--- src/rtl/mem_arb_pkg.sv ---
// -----------------------------------------------------------------------------
// mem_arb_pkg
//   Shared types and constants for the main-memory refill arbiter.
//   - arb_state_e : burst FSM states (idle, I-cache read, D-cache read/write)
//   - grant_e     : which cache owns (or last owned) the memory port
//   - WORD_BYTES  : bytes per memory beat
//   - off_bits()  : number of line-offset bits for a given line size in words
// -----------------------------------------------------------------------------
package mem_arb_pkg;

  typedef enum logic [1:0] {
    IDLE  = 2'd0,
    IC_RD = 2'd1,
    DC_RD = 2'd2,
    DC_WR = 2'd3
  } arb_state_e;

  typedef enum logic {
    GNT_IC = 1'b0,
    GNT_DC = 1'b1
  } grant_e;

  localparam int WORD_BYTES = 4;

  // Line-offset width: word-index bits plus byte-in-word bits.
  function automatic int off_bits(input int block_words);
    return $clog2(block_words) + $clog2(WORD_BYTES);
  endfunction

endpackage

--- src/rtl/rr_arb2.sv ---
// -----------------------------------------------------------------------------
// rr_arb2
//   Two-way round-robin pick between the I-cache and the D-cache.
//   When only one side requests it wins; when both request, the side that was
//   NOT served last wins.
// Ports
//   i_ic_req      I-cache request
//   i_dc_req      D-cache request
//   i_last_grant  side served by the previous burst (grant_e encoding)
//   o_gnt_valid   at least one request present
//   o_gnt         chosen side (grant_e encoding), meaningful when o_gnt_valid
// -----------------------------------------------------------------------------
module rr_arb2
  import mem_arb_pkg::*;
(
  input  logic i_ic_req,
  input  logic i_dc_req,
  input  logic i_last_grant,
  output logic o_gnt_valid,
  output logic o_gnt
);

  always_comb begin
    o_gnt_valid = i_ic_req | i_dc_req;
    o_gnt       = GNT_IC;
    if (i_ic_req && i_dc_req) begin
      // Contention: hand the port to whoever did not have it last time.
      o_gnt = (i_last_grant == GNT_IC) ? GNT_DC : GNT_IC;
    end else if (i_dc_req) begin
      o_gnt = GNT_DC;
    end else begin
      o_gnt = GNT_IC;
    end
  end

endmodule

--- src/rtl/mem_refill_arbiter.sv ---
// -----------------------------------------------------------------------------
// mem_refill_arbiter
//   Shares the single main-memory port between I-cache line refills and
//   D-cache refills / write-backs. One requester is granted at a time and a
//   BLOCK_WORDS-beat burst is sequenced with a beat counter. The stall outputs
//   feed the hazard unit and hold the pipeline while a miss is outstanding.
// Ports
//   clk, rst_n            clock (rising edge), synchronous active-low reset
//   ic_req/ic_addr        I-cache line refill request and miss byte address
//   ic_rdata/ic_rvalid    refill word to the I-cache and its strobe
//   ic_done               pulse on the last I-cache beat
//   dc_req/dc_we/dc_addr  D-cache request, 1=write-back 0=refill, byte address
//   dc_wdata/dc_wready    write-back word; wready says it was consumed
//   dc_rdata/dc_rvalid    refill word to the D-cache and its strobe
//   dc_done               pulse on the last D-cache beat
//   mem_req/mem_we        memory beat request and direction
//   mem_addr/mem_wdata    beat byte address and write data
//   mem_rdata/mem_ready   read data and beat-complete handshake
//   IC_stall/DC_stall     request outstanding and not finishing this cycle
// -----------------------------------------------------------------------------
module mem_refill_arbiter
  import mem_arb_pkg::*;
#(
  parameter int ADDR_W      = 32,
  parameter int DATA_W      = 32,
  parameter int BLOCK_WORDS = 4
) (
  input  logic              clk,
  input  logic              rst_n,
  input  logic              ic_req,
  input  logic [ADDR_W-1:0] ic_addr,
  output logic [DATA_W-1:0] ic_rdata,
  output logic              ic_rvalid,
  output logic              ic_done,
  input  logic              dc_req,
  input  logic              dc_we,
  input  logic [ADDR_W-1:0] dc_addr,
  input  logic [DATA_W-1:0] dc_wdata,
  output logic              dc_wready,
  output logic [DATA_W-1:0] dc_rdata,
  output logic              dc_rvalid,
  output logic              dc_done,
  output logic              mem_req,
  output logic              mem_we,
  output logic [ADDR_W-1:0] mem_addr,
  output logic [DATA_W-1:0] mem_wdata,
  input  logic [DATA_W-1:0] mem_rdata,
  input  logic              mem_ready,
  output logic              IC_stall,
  output logic              DC_stall
);

  localparam int OFF_W  = off_bits(BLOCK_WORDS);
  localparam int BEAT_W = $clog2(BLOCK_WORDS);
  localparam int BYTE_W = $clog2(WORD_BYTES);

  // Clears the line-offset bits so every burst starts at word 0 of the line.
  localparam logic [ADDR_W-1:0] LINE_MASK = {{(ADDR_W-OFF_W){1'b1}}, {OFF_W{1'b0}}};
  localparam logic [BEAT_W-1:0] LAST_BEAT = BEAT_W'(BLOCK_WORDS - 1);

  arb_state_e        r_state;
  logic [BEAT_W-1:0] r_beat;
  logic [ADDR_W-1:0] r_base;
  grant_e            r_last_grant;

  logic              w_gnt_valid;
  logic              w_gnt;
  logic              w_busy;
  logic              w_last_beat;
  logic [ADDR_W-1:0] w_beat_off;

  rr_arb2 u_rr_arb2 (
    .i_ic_req     (ic_req),
    .i_dc_req     (dc_req),
    .i_last_grant (r_last_grant),
    .o_gnt_valid  (w_gnt_valid),
    .o_gnt        (w_gnt)
  );

  // ---------------------------------------------------------------------------
  // Burst FSM. Requests are only looked at in IDLE; once a burst starts the
  // captured base and direction (encoded in the state) are frozen until the
  // last beat, so requesters may change addr/we/req freely mid-burst.
  // ---------------------------------------------------------------------------
  always_ff @(posedge clk) begin
    if (!rst_n) begin
      r_state      <= IDLE;
      r_beat       <= '0;
      r_base       <= '0;
      r_last_grant <= GNT_IC;
    end else begin
      case (r_state)
        IDLE: begin
          r_beat <= '0;
          if (w_gnt_valid) begin
            if (w_gnt == GNT_DC) begin
              r_state <= dc_we ? DC_WR : DC_RD;
              r_base  <= dc_addr & LINE_MASK;
            end else begin
              r_state <= IC_RD;
              r_base  <= ic_addr & LINE_MASK;
            end
          end
        end
        default: begin
          // mem_req is held until memory completes the beat.
          if (mem_ready) begin
            if (w_last_beat) begin
              r_beat       <= '0;
              r_state      <= IDLE;
              r_last_grant <= (r_state == IC_RD) ? GNT_IC : GNT_DC;
            end else begin
              r_beat <= r_beat + BEAT_W'(1);
            end
          end
        end
      endcase
    end
  end

  // ---------------------------------------------------------------------------
  // Memory-side drive and per-requester response muxing. Strobes and done are
  // combinational on mem_ready so the cache sees data in the beat it arrives.
  // ---------------------------------------------------------------------------
  assign w_busy      = (r_state != IDLE);
  assign w_last_beat = (r_beat == LAST_BEAT);
  assign w_beat_off  = ADDR_W'(r_beat) << BYTE_W;

  assign mem_req   = w_busy;
  assign mem_we    = (r_state == DC_WR);
  assign mem_addr  = w_busy ? (r_base + w_beat_off) : '0;
  assign mem_wdata = dc_wdata;

  assign ic_rvalid = (r_state == IC_RD) & mem_ready;
  assign dc_rvalid = (r_state == DC_RD) & mem_ready;
  assign dc_wready = (r_state == DC_WR) & mem_ready;

  // Read data is forced to zero outside a valid beat so idle buses stay quiet.
  assign ic_rdata = ic_rvalid ? mem_rdata : '0;
  assign dc_rdata = dc_rvalid ? mem_rdata : '0;

  assign ic_done = ic_rvalid & w_last_beat;
  assign dc_done = (dc_rvalid | dc_wready) & w_last_beat;

  assign IC_stall = ic_req & ~ic_done;
  assign DC_stall = dc_req & ~dc_done;

endmodule

--- config.mk ---
export PLATFORM = sky130hd
export DESIGN_NAME = mem_refill_arbiter
export DESIGN_NICKNAME = d
export VERILOG_FILES = /design/src/rtl/mem_arb_pkg.sv /design/src/rtl/rr_arb2.sv /design/src/rtl/mem_refill_arbiter.sv
export SDC_FILE = /design/constraint.sdc
export NUM_CORES = 1
export LEC_CHECK = 0
export ABC_AREA = 1
export CAP_MARGIN = 20
export CORE_AREA = 2 2 104 106
export CTS_BUF_LIST = sky130_fd_sc_hd__clkbuf_2 sky130_fd_sc_hd__clkbuf_4 sky130_fd_sc_hd__clkbuf_8
export CTS_CLUSTER_DIAMETER = 50
export CTS_CLUSTER_SIZE = 16
export DETAILED_ROUTE_END_ITERATION = 16
export DIE_AREA = 0 0 106 108
export PLACE_DENSITY_LB_ADDON = 0.2
export REMOVE_ABC_BUFFERS = 1
export SLEW_MARGIN = 20
export SYNTH_ARGS = -nofsm -noshare
export SYNTH_HDL_FRONTEND = slang
export SYNTH_SLANG_ARGS = --single-unit
--- constraint.sdc ---
create_clock -name clk -period 1.6 [get_ports clk]
set_input_delay 0.16 -clock clk [delete_from_list [all_inputs] [get_ports clk]]
set_output_delay 0.16 -clock clk [all_outputs]
set_load 0.1 [all_outputs]
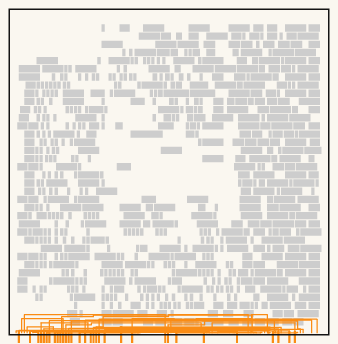
Fig. 1. Wires at chosen ports, followed through buffers.
Drawn at 3 px/um.
legend:
  orange:
    port: dc_wdata
    bits: 32
    direction: input
    edge: bottom
    end_cells: 0
    wire: 1410 um
Buffers on Ports: 196
Ports: 271

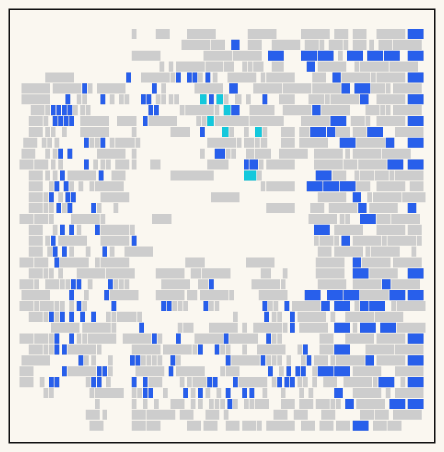
Fig. 2. Logic cells by family.
Drawn at 4 px/um.
legend:
  blue:
    family: NOR gates
    cells: 188
    where: spread over the die
  cyan:
    family: inverting AOI/OAI gates
    cells: 7
    where: top middle

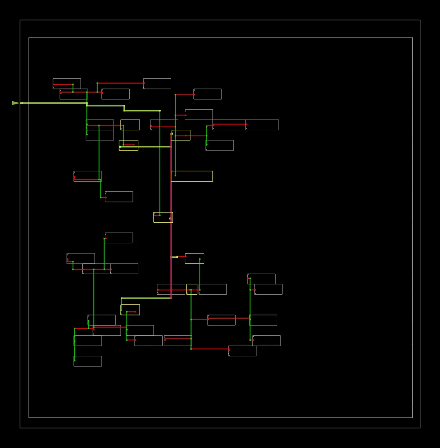
Fig. 3. Clock wiring as the flow saved it.
clock sinks: 33
Flops: 33
CTS Buf Count: 5

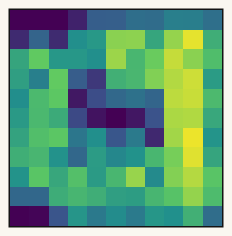
Fig. 4. Cell density map.
Drawn at 2 px/um. 11 x 11 tiles, from dark purple (low) to yellow (high), 0 to 100% covered.
fullest tile: 97%
nearly empty tiles: 5.0%
mean over tiles: 53%
emptiest ninth of the die: middle
tiles over 75% full: 21%
Starting Density: 0.262
Core Util, Final: 0.613

==> results.txt <==
impl run done, here's what came out: Endpoint, Worst Hold mem_wdata[20], Pleak 2.90 nW, Clock transition at path regs 0.06 ns, Log Warnings 35, final number of setup-violating endpoints 1, CTS max path bufs 2, Yosys chip area 2680 um2, largest area contributor in the synthesized netlist nor2_1, switching portion of total power 0.455, Synth top cells by count 186 x nor2_1, 123 x nand2_1, 100 x inv_1, CTS tree built, fin cells 819, area grow syn2layout 134%, Crit path arrival time 1.44 ns, number of flip-flops in the largest register 28, startpoint types flip-flop, flop2flop setup slack 0.24 ns, Sw Pwr between 2 and 2.5 mW, Largest Register r_base, fa+ha+maj area frac 0.00467, RSZ-0062 raised after global routing true, Worst Slack Setup Final -0.00282 ns, final wirelength 12000 um, failing checks setup timing, combinational power between 2 and 3 mW, Comb power frac 0.600, Final Slew Violations 0, GR Layer Usage met3 0.107, sequential power share 0.215, CP required 1.44 ns, DR vias 3383, Met1 Wirelength between 4000 and 5000 um, outcome finished with violations, CTS HTree Levels 2, met1 GRT Util 0.234, Crit Path Category flip-flop to primary output, Antenna Cells 0, worst reg2reg startpoint r_state[0], Tcrit/Tclk final 1.00, syn avg cell area 5.17 um2, WL met2 around 5500 um, gr usage total 0.204, slowest stage delay, CP 0.39 ns
Power is estimated from default activity; no workload was simulated.
